==> images/ff_map.png <==
The bar under the picture is 20 um long. Other sequential cells in the stronger gray, the rest of the logic in the fainter gray.
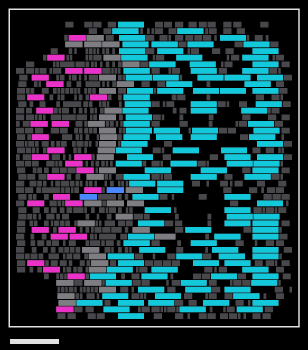
==> images/gates.png <==
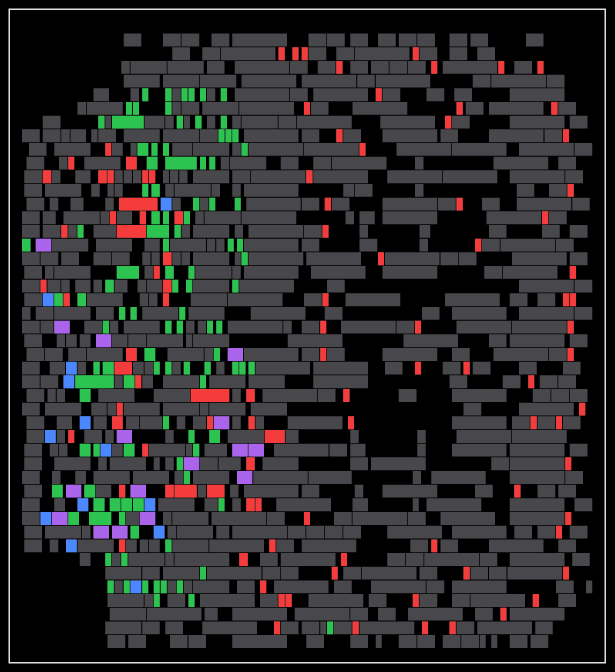
==> images/clock_wires.png <==
The bar under the picture is 20 um long.
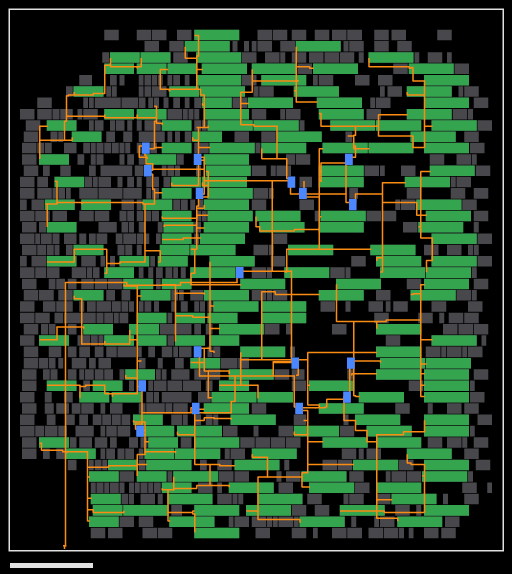
==> images/congestion_map.png <==
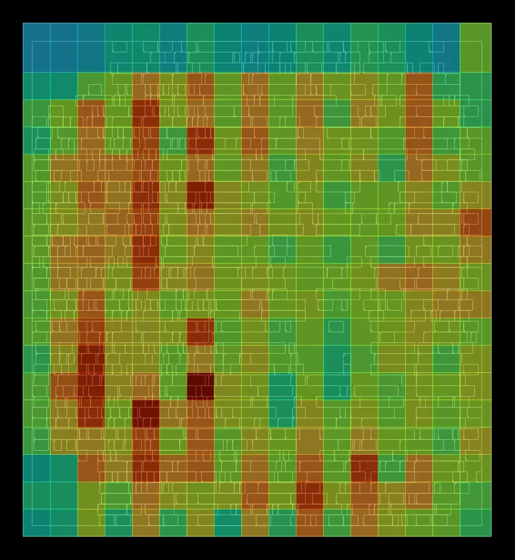
==> images/class_map.png <==
The bar under the picture is 20 um long.
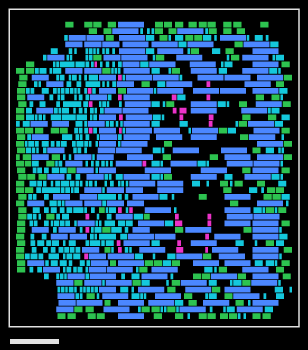
<file path="src/rtl/fetch_pkg.sv">
// Shared types and constants for the instruction fetch unit.
package fetch_pkg;

  localparam logic [31:0] RESET_PC_DEFAULT = 32'h00400000;
  localparam logic [5:0]  OP_J             = 6'b000010;

  typedef enum logic [1:0] {
    IDLE,
    RUN,
    FLUSH
  } fetch_state_t;

  typedef struct packed {
    logic [31:0] pc;
    logic [31:0] word;
  } fetch_entry_t;

  // J-type target: region bits come from the sequential pc, low bits from the word.
  function automatic logic [31:0] jump_target(input logic [31:0] jump_pc,
                                              input logic [31:0] word);
    logic [31:0] seq_pc;
    seq_pc = jump_pc + 32'd4;
    return (seq_pc & 32'hF000_0000) | ((word << 2) & 32'h0FFF_FFFC);
  endfunction

endpackage

</file>
<file path="src/rtl/instr_fetch_unit_if.sv">
// Bus bundle between the fetch unit, instruction memory and decode.
interface instr_fetch_unit_if;

  logic        mem_read_n;
  logic [31:0] mem_addr;
  logic [31:0] mem_data;
  logic        instr_valid;
  logic        instr_ready;
  logic [31:0] instr_word;
  logic [31:0] instr_pc;
  logic        redirect_valid;
  logic [31:0] redirect_pc;

  modport master (
    output mem_read_n, mem_addr, instr_valid, instr_word, instr_pc,
    input  mem_data, instr_ready, redirect_valid, redirect_pc
  );

  modport slave (
    input  mem_read_n, mem_addr, instr_valid, instr_word, instr_pc,
    output mem_data, instr_ready, redirect_valid, redirect_pc
  );

endinterface

</file>
<file path="src/rtl/fetch_queue.sv">
// Small circular FIFO holding fetched {pc, word} entries toward decode.
module fetch_queue
  import fetch_pkg::*;
#(
  parameter int DEPTH = 2
) (
  input  logic                           clk,
  input  logic                           rst,
  input  logic                           flush,
  input  logic                           push,
  input  fetch_entry_t                   push_entry,
  input  logic                           pop,
  output fetch_entry_t                   head,
  output logic [$clog2(DEPTH+1)-1:0]     count
);

  localparam int PW = (DEPTH > 1) ? $clog2(DEPTH) : 1;

  fetch_entry_t    slots [DEPTH];
  logic [PW-1:0]   rd_ptr;
  logic [PW-1:0]   wr_ptr;

  function automatic logic [PW-1:0] bump(input logic [PW-1:0] p);
    return (p == PW'(DEPTH - 1)) ? '0 : p + 1'b1;
  endfunction

  assign head = slots[rd_ptr];

  // Pointer and occupancy bookkeeping; flush empties the queue in one edge.
  always_ff @(posedge clk) begin
    if (rst || flush) begin
      rd_ptr <= '0;
      wr_ptr <= '0;
      count  <= '0;
    end else begin
      if (push) wr_ptr <= bump(wr_ptr);
      if (pop)  rd_ptr <= bump(rd_ptr);
      case ({push, pop})
        2'b10:   count <= count + 1'b1;
        2'b01:   count <= count - 1'b1;
        default: count <= count;
      endcase
    end
  end

  // Entry storage; contents of empty slots are never observed downstream.
  always_ff @(posedge clk) begin
    if (push && !flush && !rst) slots[wr_ptr] <= push_entry;
  end

endmodule

</file>
<file path="src/rtl/instr_fetch_unit.sv">
// Instruction fetch unit: owns the pc, tracks the one in-flight memory read
// and feeds a small queue toward decode with redirect flush.
// Optional macro FETCH_JUMP_PREDECODE_EN: captured J words redirect the unit
// to their target without flushing the queue.
module instr_fetch_unit
  import fetch_pkg::*;
#(
  parameter logic [31:0] RESET_PC  = RESET_PC_DEFAULT,
  parameter int          BUF_DEPTH = 2
) (
  input logic                 clk,
  input logic                 rst,
  instr_fetch_unit_if.master  bus
);

  localparam int CW  = $clog2(BUF_DEPTH + 1);
  localparam int CW1 = CW + 1;

  fetch_state_t   state;
  logic [31:0]    pc;
  logic [31:0]    inflight_pc;
  logic           inflight;

  logic [CW-1:0]  count;
  logic [CW:0]    occupancy;
  fetch_entry_t   head;
  fetch_entry_t   push_entry;
  logic           valid;
  logic           pop;
  logic           push;
  logic           req;
  logic           jump_taken;
  logic [31:0]    jump_pc;

  assign valid      = (count != '0);
  assign pop        = valid && bus.instr_ready && !bus.redirect_valid;
  assign push       = inflight && !bus.redirect_valid;
  assign push_entry = '{pc: inflight_pc, word: bus.mem_data};

  // Slots already spoken for next cycle; a new request must still leave room.
  assign occupancy = {1'b0, count} + CW1'(inflight) - CW1'(pop);
  assign req       = (state == RUN) && !bus.redirect_valid &&
                     (occupancy < CW1'(BUF_DEPTH));

`ifdef FETCH_JUMP_PREDECODE_EN
  assign jump_taken = push && (bus.mem_data[31:26] == OP_J);
  assign jump_pc    = jump_target(inflight_pc, bus.mem_data);
`else
  assign jump_taken = 1'b0;
  assign jump_pc    = RESET_PC;
`endif

  assign bus.mem_read_n  = !req;
  assign bus.mem_addr    = pc;
  assign bus.instr_valid = valid;
  assign bus.instr_word  = valid ? head.word : 32'h0;
  assign bus.instr_pc    = valid ? head.pc   : 32'h0;

  fetch_queue #(
    .DEPTH (BUF_DEPTH)
  ) u_queue (
    .clk        (clk),
    .rst        (rst),
    .flush      (bus.redirect_valid),
    .push       (push),
    .push_entry (push_entry),
    .pop        (pop),
    .head       (head),
    .count      (count)
  );

  // Control FSM: external redirect beats a predecoded jump, which beats the
  // normal request/advance; IDLE and FLUSH are single bubble cycles.
  always_ff @(posedge clk) begin
    if (rst) begin
      state       <= IDLE;
      pc          <= RESET_PC;
      inflight    <= 1'b0;
      inflight_pc <= 32'h0;
    end else if (bus.redirect_valid) begin
      state    <= FLUSH;
      pc       <= bus.redirect_pc & 32'hFFFF_FFFC;
      inflight <= 1'b0;
    end else if (jump_taken) begin
      state    <= FLUSH;
      pc       <= jump_pc;
      inflight <= 1'b0;
    end else begin
      state    <= RUN;
      inflight <= req;
      if (req) begin
        inflight_pc <= pc;
        pc          <= pc + 32'd4;
      end
    end
  end

endmodule

</file>
<file path="src/flat_wrapper.sv">
// flat-port wrapper written by rule: the top's interface ports become plain ports
module instr_fetch_unit_flat import fetch_pkg::*;
#(
  parameter logic [31:0] RESET_PC  = RESET_PC_DEFAULT,
  parameter int          BUF_DEPTH = 2
)
  (clk, rst, bus_mem_read_n, bus_mem_addr, bus_instr_valid, bus_instr_word, bus_instr_pc, bus_mem_data, bus_instr_ready, bus_redirect_valid, bus_redirect_pc);
  instr_fetch_unit_if bus_i ();
  input logic clk;
  input logic rst;
  output wire logic [$bits(bus_i.mem_read_n)-1:0] bus_mem_read_n;
  output wire logic [$bits(bus_i.mem_addr)-1:0] bus_mem_addr;
  output wire logic [$bits(bus_i.instr_valid)-1:0] bus_instr_valid;
  output wire logic [$bits(bus_i.instr_word)-1:0] bus_instr_word;
  output wire logic [$bits(bus_i.instr_pc)-1:0] bus_instr_pc;
  input wire logic [$bits(bus_i.mem_data)-1:0] bus_mem_data;
  input wire logic [$bits(bus_i.instr_ready)-1:0] bus_instr_ready;
  input wire logic [$bits(bus_i.redirect_valid)-1:0] bus_redirect_valid;
  input wire logic [$bits(bus_i.redirect_pc)-1:0] bus_redirect_pc;
  assign bus_mem_read_n = bus_i.mem_read_n;
  assign bus_mem_addr = bus_i.mem_addr;
  assign bus_instr_valid = bus_i.instr_valid;
  assign bus_instr_word = bus_i.instr_word;
  assign bus_instr_pc = bus_i.instr_pc;
  assign bus_i.mem_data = bus_mem_data;
  assign bus_i.instr_ready = bus_instr_ready;
  assign bus_i.redirect_valid = bus_redirect_valid;
  assign bus_i.redirect_pc = bus_redirect_pc;
  instr_fetch_unit #(.RESET_PC(RESET_PC), .BUF_DEPTH(BUF_DEPTH)) u_core (.clk(clk), .rst(rst), .bus(bus_i));
endmodule
</file>
<file path="config.mk">
export PLATFORM = sky130hd
export DESIGN_NAME = instr_fetch_unit_flat
export DESIGN_NICKNAME = d
export VERILOG_FILES = /design/src/rtl/fetch_pkg.sv /design/src/rtl/instr_fetch_unit_if.sv /design/src/rtl/fetch_queue.sv /design/src/rtl/instr_fetch_unit.sv /design/src/flat_wrapper.sv
export SDC_FILE = /design/constraint.sdc
export NUM_CORES = 1
export LEC_CHECK = 0
export CORE_ASPECT_RATIO = 1.1
export CORE_MARGIN = 2
export CORE_UTILIZATION = 55
export CTS_BUF_LIST = sky130_fd_sc_hd__clkbuf_2
export DETAILED_ROUTE_END_ITERATION = 10
export PLACE_DENSITY = 0.95
export SLEW_MARGIN = 20
export SYNTH_ARGS = -nofsm -noshare
export SYNTH_HDL_FRONTEND = slang
export SYNTH_SLANG_ARGS = --single-unit
</file>
<file path="constraint.sdc">
create_clock -name clk -period 13.8 [get_ports clk]
set_input_delay 1.38 -clock clk [delete_from_list [all_inputs] [get_ports clk]]
set_output_delay 1.38 -clock clk [all_outputs]
set_load 0.01 [all_outputs]
</file>
==> Changelog: implementation <==
### Physical design

* Status: finished, final reports clean
* WL met1 at 7160 um
* Fin crit period at 6.77 ns
* Peak per-stage delay on the critical path at 0.79 ns
* Sink Count at 192
* Area fraction in compound gates after synthesis at 0.0777
* DRT Pass-1 Iters at 5
* Main flop type: edfxtp_1
* Post-synth mux share at 0.0839
* Worst VDD drop at 0.0505 mV
* Final ANT Viol Nets at 0
* EDFF count, synth at 124
* Post-CTS Setup Inserts at 0
* Maximum number of pins on one net before global-route repair at 71
* Metal2 WL at 8350 um
* Chip area in the Yosys report at 7910 um2
* Slowest cell on crit path: inv_2
* Vias at 5514
* Cell area leaders: edfxtp_1 (47%), dfxtp_1 (17%), mux2i_1 (8.1%)
* Critical path's top delay family: buffers and inverters
* Hold Violations, Final at 0
* Async S/R FF share, synth at 0
* Chip height at 130 um
* Buf/Inv on CP at 5
* DP Worst Slack at 7.08 ns
* Ratio of cells with drive above 1 in the final layout at 0.0686
* Area share, top type at 0.471
* Crit path DRT at 12.42 ns
* Chip area at 15300 um2
* WL met3 at 899 um
* Sequential power share at 0.686
* CTS tree: built
* Post-Syn Instances at 661
* HP Class: reg2reg
* Fin crit share at 0.491
* FF-to-FF End: u_core.bus.mem_addr[10]$_SDFFE_PP0P_
* Critical path, cell by cell: clkdlybuf4s50_1, buf_4, nor2_1, ha_1, nand2b_1, fa_1, xor2_1, nor4_4, buf_4, inv_2, clkdlybuf4s50_1
* Multi-input logic area at 2570 um2
* CP Capture Type: output pin
* Reg2Reg Setup Slack at 9.33 ns
* Reg2reg start: u_core.u_queue.count[1]$_SDFFE_PP0P_
* Post-synthesis adder-cell area fraction at 0.00728
* Worst hold slack at 0.487 ns
* Yosys warnings at 0
* Clock Tree Root: clkbuf_2
* CP arrival at 5.39 ns
* Pre-Place Util at 0.568
* Combinational group power at 0.0645 mW
* Most area-hungry cell type in the Yosys netlist: edfxtp_1
* Dpl cell area at 9560 um2
* Syn-to-layout area delta at 23.2%
* Least-Margin Pin Slew at 1.06 ns
* Hold_sp: u_core.inflight_pc[11]$_SDFFE_PP0P_
* Clock share of power at 0.244
* Syn_area_per_cell at 12.0 um2
* # hold bufs at CTS at 0
* CTS Buffer Depth at 2
* Post-synth top cells: edfxtp_1 (124), nor2_1 (84), nand2_1 (76)
* Filler cells at 1015
* Final setup margin at 7.03 ns
* Total Wirelength at 16600 um
* Max FFs per register at 124
* Routability cong. at 0.840
* Sw power at 0.216 mW
* DRC at 0
* Met2 usage at 0.371
* Non-CTS buffers at 165
* Vias in the first global route at 5305
* # Max-Cap Violations at 0
* Crit start category: input pin
* Antenna violations before repair at 1
* Post-detail-place hpwl at 10700 um
About ff_map.png:
netlist name	color	flops
u_core.u_queue.slots	cyan	124
u_core.bus.mem_addr	magenta	30
u_core.state	blue	2
not colored	36
Seq area share: 0.523
final core utilization: 0.700
FF+latch area: 5090 um2
Power Sequential: 0.628 mW

About gates.png:
family	color	cells
xor and xnor cells	purple	16
and/or cells	blue	13
nor cells	red	103
nand cells	green	106
most frequent logic cell in the layout: clkdlybuf4s50_1
final non-filler cell total: 1005
logic share of the area: 0.264

About clock_wires.png:
[clock-net drivers] blue | count: 17
[clock wires] orange | length: 1850 um
[flip-flops] green | count: 192
flops lie	widely spread
Clk. pwr: 0.224 mW
Latency at later pin: 0.67 ns
Clock Skew: 0.0233 ns

About congestion_map.png:
Total GRT Usage: 0.212
WL/cell: 16.5 um
M3 GR Usage: 0.0411
met1 Track Usage GR: 0.273
Most Used Layer, Global Route: met2

About class_map.png:
class	color	cells
remaining buffers and delay cells	green	165
registers	blue	192
remaining logic cells	cyan	427
clock drivers and dummy loads	magenta	32
FP Rows: 45
core area: 13900 um2

No activity file was given, so power comes from the tool's default toggle rates.
